### config.mk
export PLATFORM = sky130hd
export DESIGN_NAME = track_sequencer
export DESIGN_NICKNAME = d
export VERILOG_FILES = /design/src/rtl/track_sequencer.sv
export SDC_FILE = /design/constraint.sdc
export NUM_CORES = 1
export LEC_CHECK = 0
export CAP_MARGIN = 0
export CORE_AREA = 2 2 127 129
export CTS_BUF_LIST = sky130_fd_sc_hd__clkbuf_8
export CTS_CLUSTER_DIAMETER = 30
export DETAILED_ROUTE_END_ITERATION = 8
export DIE_AREA = 0 0 129 131
export SYNTH_ARGS = -nofsm -noshare
export SYNTH_HDL_FRONTEND = slang
export SYNTH_SLANG_ARGS = --single-unit
### constraint.sdc
create_clock -name clock -period 10.46 [get_ports clock]
set_input_delay 2.092 -clock clock [delete_from_list [all_inputs] [get_ports clock]]
set_output_delay 2.092 -clock clock [all_outputs]
set_load 0.1 [all_outputs]
### src/rtl/track_sequencer.sv
// Speech-track sequencer: turns a 0..100 percentage into a short list of flash
// tracks and streams them to the AC97 one byte per ready strobe.
module track_sequencer #(
  parameter int unsigned TRACK_LENGTH = 48000,
  parameter int unsigned BASE_ADDR    = 1
) (
  input  logic        clock,
  input  logic        reset,
  input  logic        start,
  input  logic        abort,
  input  logic [6:0]  value,
  input  logic        ready,
  input  logic        busy,
  input  logic [15:0] frdata,
  output logic [22:0] raddr,
  output logic        doread,
  output logic [7:0]  sample,
  output logic        playing,
  output logic        done,
  output logic        error
);

  localparam logic [22:0] TrackLen  = 23'(TRACK_LENGTH);
  localparam logic [22:0] BaseAddr  = 23'(BASE_ADDR);
  localparam logic [15:0] LastOff   = 16'(TRACK_LENGTH - 1);
  localparam logic [4:0]  TrkHundred = 5'd23;
  localparam logic [4:0]  TrkTeen    = 5'd24;
  localparam logic [4:0]  TrkPercent = 5'd25;
  localparam logic [4:0]  TrkUsed    = 5'd26;

  typedef enum logic [1:0] {StIdle, StLoad, StPlay, StDone} state_e;

  state_e          state_q, state_d;
  logic [6:0]      value_q;
  logic [3:0][4:0] queue_q, build_queue;
  logic [2:0]      len_q, build_len;
  logic [1:0]      idx_q;
  logic [15:0]     offset_q;
  logic [22:0]     raddr_q;
  logic [7:0]      sample_q;
  logic            error_q;
  logic            advance, last_word, more_tracks, start_ok, aborting;
  logic [6:0]      tens, ones;

  function automatic logic [22:0] track_addr(input logic [4:0] trk);
    return BaseAddr + 23'(trk) * TrackLen;
  endfunction

  assign advance     = ready && !busy;
  assign last_word   = offset_q >= LastOff;
  assign more_tracks = ({1'b0, idx_q} + 3'd1) < len_q;
  assign start_ok    = start && (value <= 7'd100);
  assign aborting    = abort && (state_q != StIdle);

  // Word list for the captured value; ONE..NINE are indices 0..8, TWENTY is 15.
  always_comb begin
    tens        = value_q / 7'd10;
    ones        = value_q % 7'd10;
    build_queue = '0;
    build_len   = 3'd0;
    if (value_q == 7'd0) begin
      build_queue[0] = TrkPercent;
      build_queue[1] = TrkUsed;
      build_len      = 3'd2;
    end else if (value_q <= 7'd15) begin
      build_queue[0] = 5'(value_q - 7'd1);
      build_queue[1] = TrkPercent;
      build_queue[2] = TrkUsed;
      build_len      = 3'd3;
    end else if (value_q <= 7'd19) begin
      build_queue[0] = 5'(value_q - 7'd11);
      build_queue[1] = TrkTeen;
      build_queue[2] = TrkPercent;
      build_queue[3] = TrkUsed;
      build_len      = 3'd4;
    end else if (value_q == 7'd100) begin
      build_queue[0] = TrkHundred;
      build_queue[1] = TrkPercent;
      build_queue[2] = TrkUsed;
      build_len      = 3'd3;
    end else if (ones == 7'd0) begin
      build_queue[0] = 5'(tens + 7'd13);
      build_queue[1] = TrkPercent;
      build_queue[2] = TrkUsed;
      build_len      = 3'd3;
    end else begin
      build_queue[0] = 5'(tens + 7'd13);
      build_queue[1] = 5'(ones - 7'd1);
      build_queue[2] = TrkPercent;
      build_queue[3] = TrkUsed;
      build_len      = 3'd4;
    end
  end

  always_ff @(posedge clock or posedge reset) begin
    if (reset) state_q <= StIdle;
    else       state_q <= state_d;
  end

  always_comb begin
    state_d = state_q;
    unique case (state_q)
      StIdle: if (start_ok) state_d = StLoad;
      StLoad: state_d = StPlay;
      StPlay: if (advance && last_word && !more_tracks) state_d = StDone;
      StDone: state_d = StIdle;
      default: state_d = StIdle;
    endcase
    if (aborting) state_d = StIdle;
  end

  assign playing = (state_q == StPlay);
  assign doread  = (state_q == StPlay);
  // An abort arriving in DONE suppresses the completion pulse.
  assign done    = (state_q == StDone) && !abort;
  assign raddr   = raddr_q;
  assign sample  = sample_q;
  assign error   = error_q;

  always_ff @(posedge clock or posedge reset) begin
    if (reset) begin
      value_q  <= '0;
      queue_q  <= '0;
      len_q    <= '0;
      idx_q    <= '0;
      offset_q <= '0;
      raddr_q  <= '0;
      sample_q <= '0;
      error_q  <= 1'b0;
    end else begin
      error_q <= (state_q == StIdle) && start && (value > 7'd100);
      if (aborting) begin
        raddr_q  <= '0;
        sample_q <= '0;
      end else begin
        unique case (state_q)
          StIdle: if (start_ok) value_q <= value;
          StLoad: begin
            queue_q  <= build_queue;
            len_q    <= build_len;
            idx_q    <= '0;
            offset_q <= '0;
            raddr_q  <= track_addr(build_queue[0]);
          end
          StPlay: begin
            if (advance) begin
              sample_q <= frdata[15:8];
              if (!last_word) begin
                raddr_q  <= raddr_q + 23'd1;
                offset_q <= offset_q + 16'd1;
              end else if (more_tracks) begin
                idx_q    <= idx_q + 2'd1;
                raddr_q  <= track_addr(queue_q[idx_q + 2'd1]);
                offset_q <= '0;
              end
            end
          end
          StDone: begin
            sample_q <= '0;
            raddr_q  <= '0;
          end
          default: ;
        endcase
      end
    end
  end

endmodule

==> run_1/met1.png <==
Scale: 4 px per µm. Supply wires on this layer in grey.
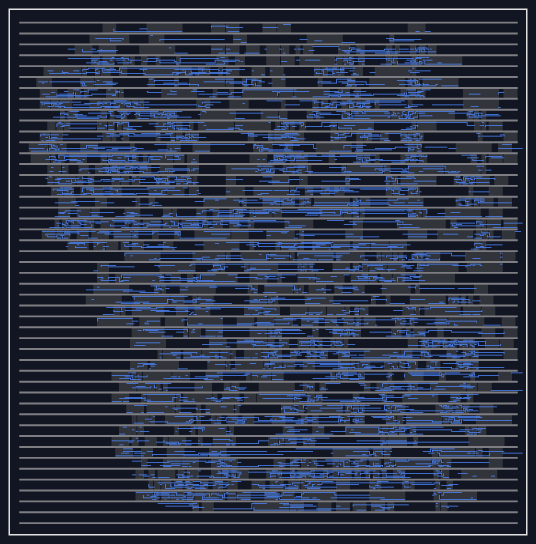
share of all routed wire: 46%
main direction: horizontal
nets with wire on the layer: 869
longest straight run: 36.3 µm

==> run_1/met2.png <==
Scale: 4 px per µm.
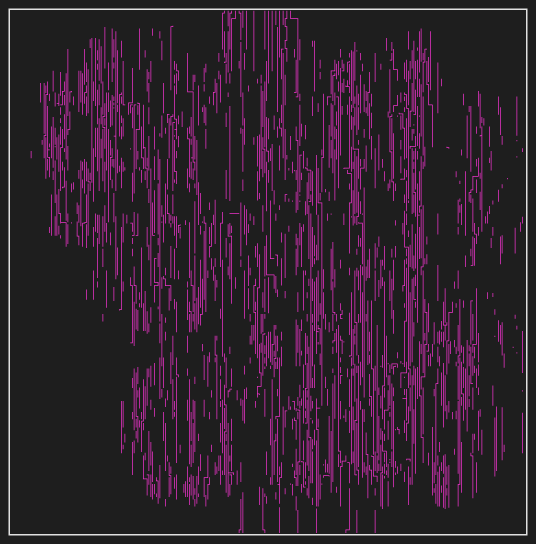
wire length on this layer: 8,070 µm
nets with wire on the layer: 784
longest straight run: 52.4 µm
share of all routed wire: 48%
main direction: vertical

==> summary.txt, run 1 <==
Implementation status.

- The DRC violation total left in the routed layout is recorded as 0.
- The slew at the pin with the worst max-slew slack is 1.18 ns.
- The detailed placer's ending HPWL is 12,700 µm.
- The clock slew seen by the registers of the worst setup and hold paths is 0.08 ns.
- The number of clock sinks seen by CTS is 73.
- The routed wire length on met3 is 646 µm.
- For this run, the final setup violation count is recorded as 0.
- In this run the worst path has a maximum fanout of 23.
- The routed length on met1 is 7720 µm.
- The number of H-tree levels is 3.
- The number of buffers added for setup after CTS is 0.
- In this build the clock could be raised as far as 0.145 GHz.
- The worst-case max-slew headroom was logged as 0.212.
- The gate count after technology mapping is 797.
- Clock latency on the worst-skew pair, taken at its later pin, is 0.38 ns.
- The share of the clock period used by the worst path after layout is 0.659.
- The kind of critical path is reg2reg.
- Per the CTS log, the buffer count on the longest clock path is 2.
- For this block, the via count after detailed routing is 5,925.
- The global-route congestion overflow total is 0.
- The post-cts resize count is 0.
- The area of the core is 15,600 µm².
- The max-capacitance violation count is 0.
- The shortest clock period the worst path allows after layout is 6.90 ns.
- The initial utilization of the core area, before any placement, comes to 0.437.
- The cell area that synthesis handed to floorplanning was 6820 µm².
- Summed over all layers, the routed wires come to 16,800 µm.
- Per the final layout report, the fraction of cells sized above drive strength 1 comes to 0.0632.
- Endpoints failing hold in the final report were tallied at 0.
- The total negative setup slack is 0 ns.
- Clock skew on the completed layout was measured at 0.0125 ns.
- At floorplan, the net count of the design was reported as 916.
- Port buffering added 55 buffers.
- The run finished with clean final reports.
- The CTS tree is built.
- Per the synthesis report, the dominant area consumer among library cells is dfrtp_1.
- The average vias per placed instance is 5.62.
==> run_1/met3.png <==
Scale: 4 px per µm.
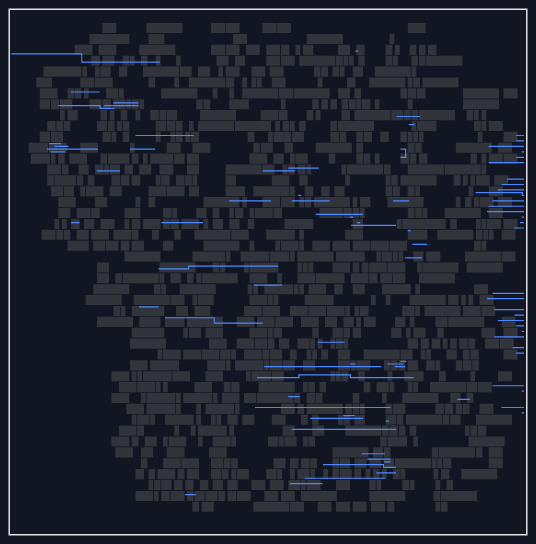
longest straight run: 33.6 µm
wire length on this layer: 647 µm
share of all routed wire: 3.9%
nets with wire on the layer: 68

==> run 1: final cells by class <==
cell class | count | area, µm² | share of cell area
inverters | 63 | 236 | 0.0307
repair buffers | 59 | 581 | 0.0754
flip-flops and latches | 73 | 1830 | 0.237
multi-input cells | 628 | 4590 | 0.596
well taps | 216 | 270 | 0.0351
clock buffers | 9 | 124 | 0.0161
clock inverters | 7 | 71.3 | 0.00926
==> run 1: sequential cells by signal, indices dropped and copies added (netlist names) <==
register / count
raddr: 23
offset_q: 16
queue_q: 12
sample: 8
value_q: 7
idx_q: 2
len_q: 2
state_q: 2
error: 1
==> run 1: critical path: stages, from the launching register on <==
cell and delay, ns:
dfrtp_1 0.87, nand2b_1 0.25, xnor2_1 0.13, a221oi_4 0.46
ha_1 0.39, o221ai_2 0.26, ha_1 0.27, nand2b_1 0.16
nand4_1 0.11, o21ai_0 0.09, a211oi_1 0.25, buf_4 0.19
inv_1 0.06, fa_1 0.53, inv_1 0.05, ha_1 0.33
fa_1 0.47, ha_1 0.34, nor2b_1 0.14, o21ai_0 0.21
nand2_1 0.08, a21oi_1 0.26, o21ai_0 0.21, a31oi_1 0.25
xnor2_1 0.10, a221o_1 0.32
==> run 1: cells by family after synthesis <==
group                    after synthesis  share of synthesized area
AND/OR/NAND/NOR                      271                      0.199
AND-OR/OR-AND                        216                      0.214
buffers and inverters                 96                     0.0589
adder cells (fa/ha/maj)               90                      0.185
flip-flops                            73                      0.268
XOR/XNOR                              38                     0.0488
multiplexers                          13                     0.0259
==> run 1: metrics by stage <==
step	cells	util	hold WS (ns)	worst slack, ns
6_report	1055	0.494	0.489	3.56
4_1_cts	1055	0.494	0.489	3.61
3_3_place_gp	1039	0.481	0.464	3.80
2_1_floorplan	797	-	0.445	4.45
3_5_place_dp	1039	0.481	0.472	3.64
5_1_grt	1055	0.494	0.512	3.12
==> run 1: metal layers <==
layer,vias to the layer above,track usage
met5,-,0
met4,0,0.0812
met3,21,0.0252
met2,135,0.339
met1,2864,0.270
li1,2905,-
==> run 1: worst paths after layout <==
kind                           endpoint  slack, ns  cells after the start
setup / recovery              raddr[19]       3.56                     25
hold / removal                sample[6]       0.49                      2
setup reg to reg              raddr[19]       3.56                     25
hold reg to reg               sample[6]       0.49                      2
max in group asynchronous      raddr[4]       7.52                      3
min in group asynchronous  offset_q[13]       2.33                      3
==> run_1/final_congestion.png <==
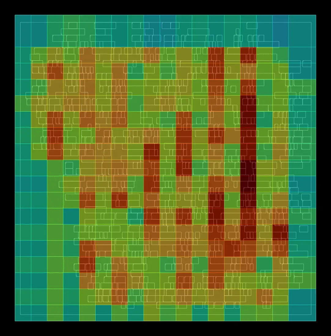

==> run 1 -> run 2 <==
--- a/config.mk
+++ b/config.mk
@@ -11,6 +11,7 @@
 export CTS_CLUSTER_DIAMETER = 30
 export DETAILED_ROUTE_END_ITERATION = 8
 export DIE_AREA = 0 0 129 131
+export PLACE_DENSITY = 0.66
 export SYNTH_ARGS = -nofsm -noshare
 export SYNTH_HDL_FRONTEND = slang
 export SYNTH_SLANG_ARGS = --single-unit
==> constraint.sdc (replaced) <==
create_clock -name clock -period 5.8 [get_ports clock]
set_input_delay 1.16 -clock clock [delete_from_list [all_inputs] [get_ports clock]]
set_output_delay 1.16 -clock clock [all_outputs]
set_load 0.1 [all_outputs]
==> run_2/final_congestion.png <==
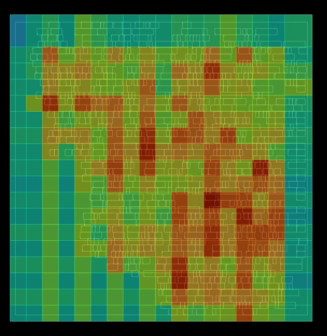
met3 global-route usage: 0.0265
core occupancy in the finished layout: 0.517
Top Usage Layer GRT: met2

==> run_2/met3.png <==
Scale: 4 px per µm.
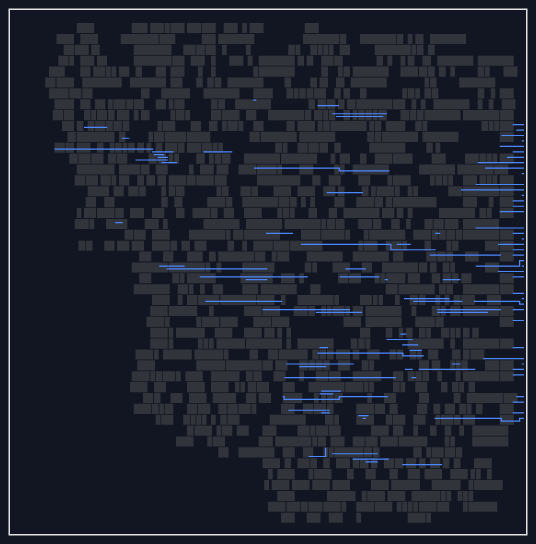
longest straight run: 27.6 µm
wire length on this layer: 777 µm

==> run 2 against run 1 <==
Synthesized cell count unchanged. Hold slack lost 0.0095 ns. Critical path type unchanged. Critical endpoint is now raddr[20]. Largest cell class unchanged.
==> summary.txt, run 2 <==
Implementation status.

- The CTS tree was built (unchanged).
- Run status: finished, final reports clean (unchanged).
- The slew at the pin with the worst max-slew slack came to 1.20 ns (was 1.18 ns).
- The area of the mapped netlist was 6820 µm² (unchanged).
- The maximum count of clock buffers along a single path is 2 (unchanged).
- The area fraction in mux cells is 0.0259 (unchanged).
- The delay contributed by the slowest stage of the critical path is 0.46 ns (was 0.87 ns).
- The total vias in the final route is 5,997 (was 5,925).
- The synthesized netlist net count was 916 (unchanged).
- The top fanout value on the critical path came to 6 (was 23).
- The worst slew margin relative to its limit is 0.197 (was 0.212).
- The detailed placer's ending HPWL is 12,600 µm (was 12,700 µm).
- The number of clock sinks seen by CTS is 73 (unchanged).
- The synthesized-area fraction occupied by ao, oa, aoi and oai cells was 0.214 (unchanged).
- The fraction of layout cells with a size suffix above 1 is 0.114 (was 0.0632).
- The number of DRC violations after detailed routing came to 0 (unchanged).
- The maximum clock rate came to 0.184 GHz (was 0.145 GHz).
- The met2 usage in global routing is 0.317 (was 0.339).
- The number of buffers inserted by port buffering came to 55 (unchanged).
- The post-synthesis adder-cell area fraction is 0.185 (unchanged).
- The post-route clock skew is 0.0124 ns (was 0.0125 ns).
- The met1 demand-to-capacity share in global routing was 0.286 (was 0.270).
- The number of H-tree levels came to 3 (unchanged).
- The fraction of synthesized cell area in xor and xnor cells is 0.0488 (unchanged).
==> run 2: cell counts after synthesis <==
No cell type changed its count.
==> run 2: final cells by class <==
type,instances,area (µm²),share of cell area
clock inverters,7,95.1,0.0118
flip-flops and latches,73,1830,0.227
multi-input cells,628,4660,0.578
repair buffers,92,845,0.105
well taps,216,270,0.0335
clock buffers,9,124,0.0154
inverters,63,236,0.0293
==> run 2: path summary, 6_finish.rpt <==
kind / start / end / slack [ns] / cells past startpoint
setup reg to reg: value_q[4] / raddr[20] / 0.37 / 25
min in group asynchronous: reset / error / 1.30 / 2
hold reg to reg: sample[0] / sample[0] / 0.48 / 2
max in group asynchronous: reset / raddr[16] / 3.55 / 3
hold / removal: sample[0] / sample[0] / 0.48 / 2
setup / recovery: value_q[4] / raddr[20] / 0.37 / 25
==> run 2: logic make-up (layout without fill, tap and decap cells) <==
kind of cell    after synthesis  count (layout)
compound gates              216             216
xor+xnor                     38              38
buf+inv                      96             171
fa+ha+maj                    90              90
flops                        73              73
mux                          13              13
simple gates                271             271
==> run 2: worst max-delay path, delay by kind of cell (launching register included) <==
family                     cells  cell delay (ns)
DFF                            1             0.43
and+or+nand+nor                6             0.66
adders and majority gates      6             2.07
buffers and inverters          3             0.31
xor gates and xnor gates       1             0.23
AOI/OAI and AO/OA              9             1.64
==> run 2: metal layers <==
metal / part of all wire / wire length, µm
met3: 0.047 / 777
met4: 0.013 / 208
met1: 0.48 / 7980
met2: 0.46 / 7490
met5: 0 / 0
==> run 2: metrics by stage <==
stage                     cells  setup WS [ns]  utilization
final                      1088          0.370        0.517
after global routing       1088        0.00543        0.517
after CTS                  1083         0.0341        0.511
after detailed placement   1067         0.0133        0.496
after global placement     1067         0.0373        0.496
after floorplan             797         0.0195            -
==> run 2: timing repair <==
item	4_1_cts	5_1_grt
pin swaps	0	11
setup buffers	0	5
hold endpoints to repair	0	0
resized	1	15
setup endpoints to repair	1	6
gates cloned	0	0
hold buffers	0	0
==> run_2/met4.png <==
Scale: 3 px per µm. Supply wires on this layer in grey.
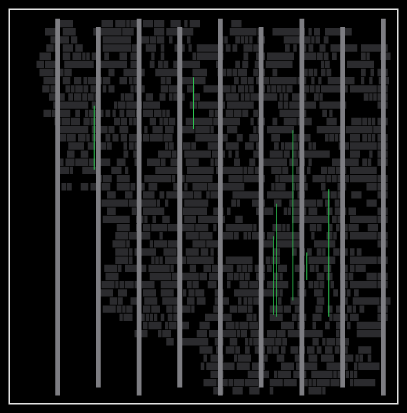

==> run 2 -> run 3 <==
==> constraint.sdc (replaced) <==
create_clock -name clock -period 4.95 [get_ports clock]
set_input_delay 0.99 -clock clock [delete_from_list [all_inputs] [get_ports clock]]
set_output_delay 0.99 -clock clock [all_outputs]
set_load 0.1 [all_outputs]
==> run_3/met4.png <==
Scale: 3 px per µm. Supply wires on this layer in grey.
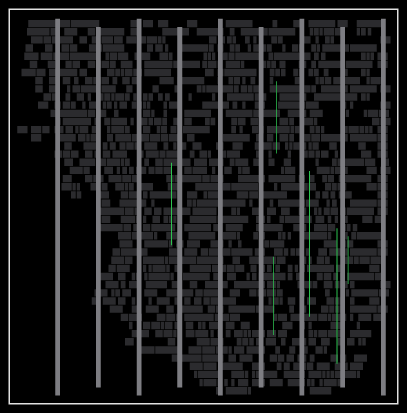
nets with wire on the layer: 5
longest straight run: 48.3 µm

==> run 3 against run 2 <==
The flow now finishes with violations (setup timing). Sequential cell count did not move. Utilization rose by 4.2 points. Global-route usage rose by 1.5 points. Critical path type unchanged. Critical endpoint unchanged. Clock skew barely moved.
==> summary.txt, run 3 <==
Implementation status.

- The combined area of the multi-input logic cells was 4910 µm² (was 4660 µm²).
- The cell type with the largest total area was dfrtp_1 (unchanged).
- The worst slack at placement came to -0.420 ns (was 0.0133 ns).
- The top fanout value on the critical path was 6 (unchanged).
- The slew at the pin with the worst max-slew slack is 1.16 ns (was 1.20 ns).
- The number of flip-flops under the largest register name is 23 (unchanged).
- The setup slack of the most critical reg-to-reg path is -0.30 ns (was 0.37 ns).
- The fraction of synthesized cell area in xor and xnor cells is 0.0488 (unchanged).
- The largest family of logic cells by area is AND-OR/OR-AND gates (unchanged).
- The global-route congestion overflow total was 0 (unchanged).
- The synthesized netlist net count is 916 (unchanged).
- The kind of critical path is reg2reg (unchanged).
- The area of the mapped netlist is 6820 µm² (unchanged).
- The final worst slack is -0.298 ns (was 0.370 ns).
- The number of H-tree levels is 3 (unchanged).
- The shortest clock period the worst path allows after layout is 5.25 ns (was 5.43 ns).
- The number of cells on the worst hold path is 2 (unchanged).
- The startpoint of the lowest-slack hold path is sample[7] (was sample[0]).
- The synthesized-area fraction occupied by ao, oa, aoi and oai cells is 0.214 (unchanged).
- The clock latency on the worst-skew pair is 0.38 ns (was 0.36 ns).
- The final reports fail on setup timing.
- The share of the clock period used by the worst path after layout came to 1.06 (was 0.936).
- The average vias per placed instance came to 5.47 (was 5.51).
- The area used by sequential logic in the layout was 1830 µm² (unchanged).
- The count of final setup violators is 7 (was 0).
- The maximum count of clock buffers along a single path was 2 (unchanged).
- The CTS tree is built (unchanged).
- The area of the core was 15,600 µm² (unchanged).
- The number of DRC violations after detailed routing came to 0 (unchanged).
- The final worst hold slack came to 0.484 ns (was 0.479 ns).
- The gate count after technology mapping is 797 (unchanged).
- The count of cells along the worst register-to-register path was 25 (unchanged).
- The simple-gate portion of the synthesized area came to 0.199 (unchanged).
- The number of clock sinks seen by CTS is 73 (unchanged).
- The floorplan-stage core utilization came to 0.437 (unchanged).
- The max-capacitance violation count came to 0 (unchanged).
- The post-synthesis adder-cell area fraction is 0.185 (unchanged).
- The area fraction in mux cells is 0.0259 (unchanged).
- Run status: finished, violations left (was finished, final reports clean).
- The detailed placer's ending HPWL was 13,300 µm (was 12,600 µm).
- The worst slew margin relative to its limit came to 0.221 (was 0.197).
- The post-route clock skew was 0.0124 ns (about the same).
==> run_3/met2.png <==
Scale: 4 px per µm.
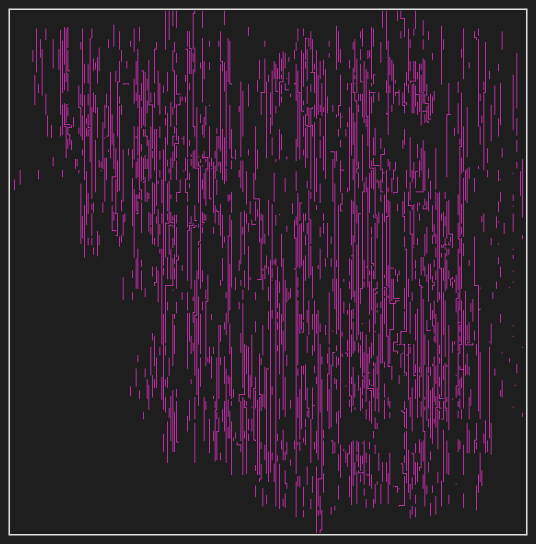
number of vias in the routed layout: 6,253
Routed Wire Length: 17,400 µm
met2 Resource Use GR: 0.329

## run 3: netlist changes by cell type in the layout (fill, tap and decap cells not counted), moves of 5 or more
cell / previous run / this run
buf_4: 35 / 91
ha_1: 68 / 63
ha_4: 2 / 7
inv_1: 61 / 56
o21ai_0: 78 / 73
## run 3: critical path: stages, from the launching register on
cell and delay, ns:
dfrtp_2 0.47, or3b_4 0.43, a31oi_4 0.17, a221oi_4 0.06, ha_2 0.22, o221ai_4 0.18
ha_2 0.21, nand2b_4 0.12, nand4_1 0.09, o21ai_1 0.11, a211oi_2 0.11, buf_4 0.17
ha_4 0.26, inv_2 0.04, fa_1 0.50, inv_1 0.05, fa_1 0.49, ha_4 0.30
o21a_1 0.14, o21ai_2 0.07, nor2_2 0.16, o41ai_4 0.11, a32oi_1 0.22, xor2_1 0.26
nand2_1 0.08, a31oi_1 0.17
## run 3: timing repair
item                                    4_1_cts  5_1_grt
endpoints found under the setup margin        8       10
buffers inserted                              9        3
hold buffers                                  0        0
pin swaps                                    24       21
gates resized                                23       21
## run 3: how the worst max path moves through the flow
stage / from / to / slack, ns / cells after the start
finish: value_q[4] / raddr[20] / -0.30 / 25
global route: value_q[6] / raddr[20] / -0.58 / 25
CTS: value_q[4] / raddr[20] / -0.35 / 25
detailed placement: value_q[5] / raddr[20] / -0.42 / 25
global placement: value_q[4] / raddr[20] / -0.34 / 25
floorplan: value_q[4] / raddr[19] / -0.31 / 26
## run 3: cells by family after synthesis
kind of cell / count (synthesis)
simple gates: 271
compound gates: 216
buf+inv: 96
fa+ha+maj: 90
flops: 73
xor+xnor: 38
mux: 13
## run 3: layout make-up
| cell class | count | share of cell area |
|---|---|---|
| clock inverter | 7 | 0.00890 |
| multi-input combinational | 628 | 0.564 |
| sequential | 73 | 0.210 |
| tap | 216 | 0.0310 |
| clock buffer | 9 | 0.0142 |
| inverter | 63 | 0.0271 |
| timing repair buffer | 148 | 0.145 |
## run 3: layer usage
metal  up-vias  global-route usage  share of wire
met2       167               0.329           0.46
met4         0              0.0409          0.011
met1      2988               0.311           0.47
met5         -                   0              0
met3        14              0.0460          0.054
li1       3084                   -              -
## run 3: through the flow
step / util / std cells / setup TNS, ns
after floorplan: - / 797 / -1.32
after global placement: 0.527 / 1117 / -1.31
after detailed placement: 0.527 / 1117 / -1.78
after CTS: 0.551 / 1141 / -1.27
after global routing: 0.559 / 1144 / -3.36
final: 0.559 / 1144 / -1.15
